Figure 1. Signal metal coverage by tile.
Bar = 20 microns. The die is cut into 24 by 34 equal tiles; dark blue is low, red is high, scaled to the fullest tile. Values are wire area over tile area, all layers added.
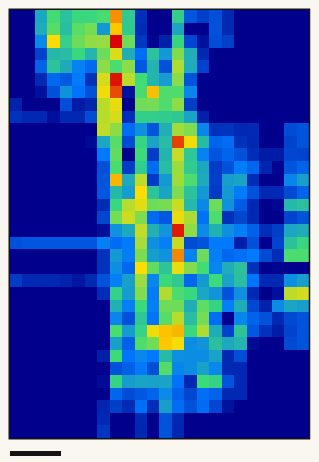
Figure 2. Cell classes on the final placement.
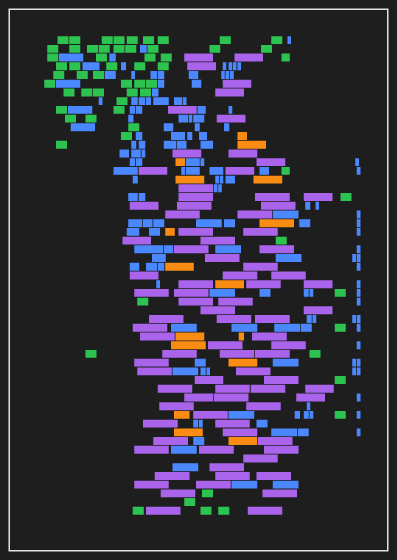
Figure 3. Cell density map.
Bar = 20 microns. The die is cut into 12 by 17 equal tiles; dark blue is low, red is high, 0 to 100% covered.
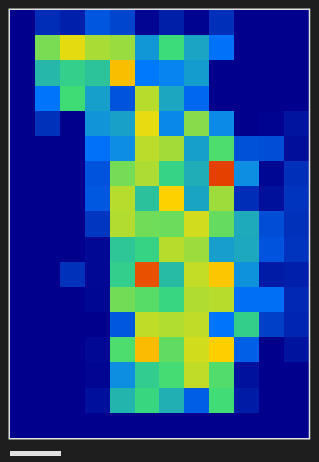
Figure 4. Track usage over the die.
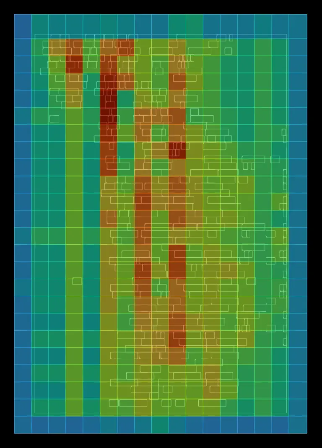
Figure 5. Sizing map.
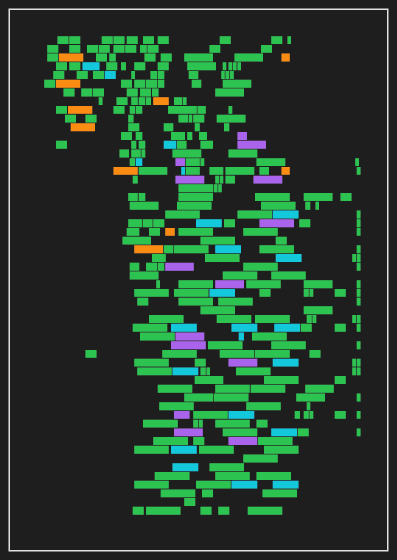
## config.mk

```make
export PLATFORM = sky130hd
export DESIGN_NAME = uart_tx_bridge
export DESIGN_NICKNAME = d
export VERILOG_FILES = /design/src/rtl/uart_tx_bridge_pkg.sv /design/src/rtl/sync_fifo.sv /design/src/rtl/uart_tx_bridge.sv
export SDC_FILE = /design/constraint.sdc
export NUM_CORES = 1
export LEC_CHECK = 0
export CAP_MARGIN = 10
export CORE_ASPECT_RATIO = 1.5
export CORE_MARGIN = 8
export CORE_UTILIZATION = 25
export CTS_CLUSTER_SIZE = 25
export DETAILED_ROUTE_END_ITERATION = 6
export MAX_ROUTING_LAYER = met4
export PLACE_DENSITY = 0.51
export SYNTH_ARGS = -nofsm -noshare
export SYNTH_HDL_FRONTEND = slang
export SYNTH_SLANG_ARGS = --single-unit
```

## constraint.sdc

```tcl
create_clock -name clk -period 6.75 [get_ports clk]
set_input_delay 1.0125 -clock clk [delete_from_list [all_inputs] [get_ports clk]]
set_output_delay 1.0125 -clock clk [all_outputs]
set_load 0.01 [all_outputs]
```

## src/rtl/uart_tx_bridge_pkg.sv

```systemverilog
// Shared types and register-map constants for the UART transmit bridge.
package uart_tx_bridge_pkg;

  typedef enum logic [1:0] {
    IDLE      = 2'd0,
    START     = 2'd1,
    WAIT_BUSY = 2'd2,
    WAIT_DONE = 2'd3
  } tx_state_t;

  localparam logic [31:0] TXDATA_OFS = 32'h0000_0000;
  localparam logic [31:0] STATUS_OFS = 32'h0000_0004;

  localparam int ST_FULL      = 0;
  localparam int ST_EMPTY     = 1;
  localparam int ST_ACTIVE    = 2;
  localparam int ST_OVERFLOW  = 3;
  localparam int ST_COUNT_LSB = 8;
  localparam int ST_COUNT_W   = 5;

endpackage

```

## src/rtl/sync_fifo.sv

```systemverilog
// Single-clock FIFO, registered pointers, read data = head entry (no latency).
// Push while full is accepted only when a pop happens on the same edge.
module sync_fifo #(
  parameter int WIDTH = 8,
  parameter int DEPTH = 8,
  localparam int AW = (DEPTH > 1) ? $clog2(DEPTH) : 1
) (
  input  logic             clk,
  input  logic             rst,
  input  logic             push,
  input  logic [WIDTH-1:0] push_data,
  input  logic             pop,
  output logic [WIDTH-1:0] pop_data,
  output logic             full,
  output logic             empty,
  output logic [AW:0]      count
);

  logic [WIDTH-1:0] mem [DEPTH];
  logic [AW-1:0]    wr_ptr;
  logic [AW-1:0]    rd_ptr;
  logic             do_push;
  logic             do_pop;

  assign full     = (count == (AW+1)'(DEPTH));
  assign empty    = (count == '0);
  assign do_pop   = pop && !empty;
  assign do_push  = push && (!full || do_pop);
  assign pop_data = mem[rd_ptr];

  always_ff @(posedge clk) begin
    if (do_push) mem[wr_ptr] <= push_data;
  end

  // Depth is a power of two, so the natural pointer overflow is the wrap.
  always_ff @(posedge clk or negedge rst) begin
    if (!rst) begin
      wr_ptr <= '0;
      rd_ptr <= '0;
      count  <= '0;
    end else begin
      if (do_push) wr_ptr <= wr_ptr + 1'b1;
      if (do_pop)  rd_ptr <= rd_ptr + 1'b1;
      case ({do_push, do_pop})
        2'b10:   count <= count + 1'b1;
        2'b01:   count <= count - 1'b1;
        default: count <= count;
      endcase
    end
  end

endmodule

```

## src/rtl/uart_tx_bridge.sv

```systemverilog
// Memory-mapped bridge from core stores to a UART transmitter: FIFO + start/handshake FSM.
// Push-to-uart_start is two edges; a full FIFO drops the byte and sets sticky overflow.
module uart_tx_bridge
  import uart_tx_bridge_pkg::*;
#(
  parameter logic [31:0] BASE_ADDR  = 32'h1000_0000,
  parameter int          FIFO_DEPTH = 8
) (
  input  logic        clk,
  input  logic        rst,
  input  logic [31:0] address,
  input  logic [31:0] write_data,
  input  logic [3:0]  write_mask,
  input  logic        write_enable,
  output logic [31:0] read_data,
  output logic [7:0]  uart_data,
  output logic        uart_start,
  input  logic        uart_busy
);

  localparam int CW = $clog2(FIFO_DEPTH) + 1;

  tx_state_t       state;
  tx_state_t       state_next;
  logic            pop;
  logic            push_req;
  logic            status_wr;
  logic            overflow;
  logic            overflow_evt;
  logic            fifo_full;
  logic            fifo_empty;
  logic [CW-1:0]   fifo_count;
  logic [7:0]      fifo_head;

  assign push_req  = write_enable && (address == BASE_ADDR + TXDATA_OFS) && write_mask[0];
  assign status_wr = write_enable && (address == BASE_ADDR + STATUS_OFS) && write_mask[0];
  // A pop on the same edge frees the slot, so only a pop-less push to a full FIFO is lost.
  assign overflow_evt = push_req && fifo_full && !pop;

  sync_fifo #(
    .WIDTH (8),
    .DEPTH (FIFO_DEPTH)
  ) u_fifo (
    .clk       (clk),
    .rst       (rst),
    .push      (push_req),
    .push_data (write_data[7:0]),
    .pop       (pop),
    .pop_data  (fifo_head),
    .full      (fifo_full),
    .empty     (fifo_empty),
    .count     (fifo_count)
  );

  always_comb begin
    state_next = state;
    pop        = 1'b0;
    case (state)
      IDLE: begin
        if (!fifo_empty) begin
          state_next = START;
          pop        = 1'b1;
        end
      end
      START:     state_next = WAIT_BUSY;
      WAIT_BUSY: if (uart_busy)  state_next = WAIT_DONE;
      WAIT_DONE: if (!uart_busy) state_next = IDLE;
      default:   state_next = IDLE;
    endcase
  end

  always_ff @(posedge clk or negedge rst) begin
    if (!rst) begin
      state      <= IDLE;
      uart_start <= 1'b0;
      uart_data  <= 8'h00;
      overflow   <= 1'b0;
    end else begin
      state      <= state_next;
      uart_start <= (state_next == START);
      if (pop) uart_data <= fifo_head;
      if (overflow_evt)                   overflow <= 1'b1;
      else if (status_wr && write_data[ST_OVERFLOW]) overflow <= 1'b0;
    end
  end

  always_comb begin
    read_data = '0;
    if (address == BASE_ADDR + STATUS_OFS) begin
      read_data[ST_FULL]     = fifo_full;
      read_data[ST_EMPTY]    = fifo_empty;
      read_data[ST_ACTIVE]   = (state != IDLE);
      read_data[ST_OVERFLOW] = overflow;
      read_data[ST_COUNT_LSB +: ST_COUNT_W] = ST_COUNT_W'(fifo_count);
    end
  end

endmodule
```

==> run summary <==
Status: finished, final reports clean
Detailed Routing Iterations Pass 1: 4
Initial antenna violation count: 0
Chip Width: 117.7 microns
Top cells excl fill/tap: edfxtp_1, clkdlybuf4s50_1, conb_1, dfrtp_1
Sequential power share: 0.493
Clock skew: 0.005555 ns
GRT Resource Usage Total: 0.08642
Vias per inst: 4.092
Fin area: 0.004942 sq mm
Max-area cell share: 0.4956
WS Path Type: primary input to primary output
# nets final: 381
Clock buffer depth: 2
Initial DRC count: 80
Synthesized area: 0.003877 sq mm
Cycle use final: 0.6192
Power per standard cell area: 236.5 mW/mm^2
Setup WS pre-CTS: 2.595 ns
Top cells by area: edfxtp_1, dfrtp_1, mux4_2, buf_4, nor4_4
Crit path DRT: 5.74 ns
Num CTS Buffers: 9
Peak supply drop: 0.1188 mV
Setup TNS: 0 ns
PostCTS Resize Cnt: 0
Pwr top: registers
Port Buffer Count: 61
Synthesis area per yosys: 0.003877 sq mm
Maximum clock rate: 239.3 MHz
Leak: 1.747 nW
Back to the opening pictures, Figure 1:
densest ninth of the die = center
nearly empty tiles = 41%
fullest tile = 0.33

Back to the opening pictures, Figure 2:
purple -> registers  # cells 86
green -> remaining buffers and delay cells  # cells 63
blue -> remaining logic cells  # cells 144
orange -> clock drivers and dummy loads  # cells 16
Seq/total area: 0.5003
Site Rows: 56
core area: 0.01541 sq mm
utilization after layout: 0.3206

Back to the opening pictures, Figure 3:
densest ninth of the die = center
tiles over 75% full = 3.4%
fullest tile = 93%
FP Core Util: 0.2515

Back to the opening pictures, Figure 4:
busiest layer in global routing: met2
drt wl/cell: 15.87 microns
routing usage on met3: 0.02534

Back to the opening pictures, Figure 5:
orange -> x3 and x4  # cells 10, share 3.2%
green -> x1 and smaller  # cells 263, share 85%
purple -> x6 and larger  # cells 14, share 4.5%
cyan -> x2  # cells 22, share 7.1%

final timing paths:
| check | from | endpoint | slack (ns) | cells after the start |
|---|---|---|---|---|
| hold / removal | uart_data[7] | uart_data[7] | 0.48 | 2 |
| hold reg to reg | uart_data[7] | uart_data[7] | 0.48 | 2 |
| min in group asynchronous | rst | uart_start | 1.04 | 2 |
| setup reg to reg | u_fifo.count[2] | u_fifo.count[2] | 3.64 | 10 |
| max in group asynchronous | rst | overflow | 5.47 | 2 |
| setup / recovery | address[1] | read_data[11] | 2.57 | 6 |
metal layers:
metal  global-route usage  vias up  routed length, microns
li1                     -     1000                       -
met3              0.02534       15                     421
met2               0.1539       52                    4482
met4              0.04754        0                     252
met1              0.08273     1028                    2968
met5                    -        -                       0
Power is estimated from default activity; no workload was simulated.
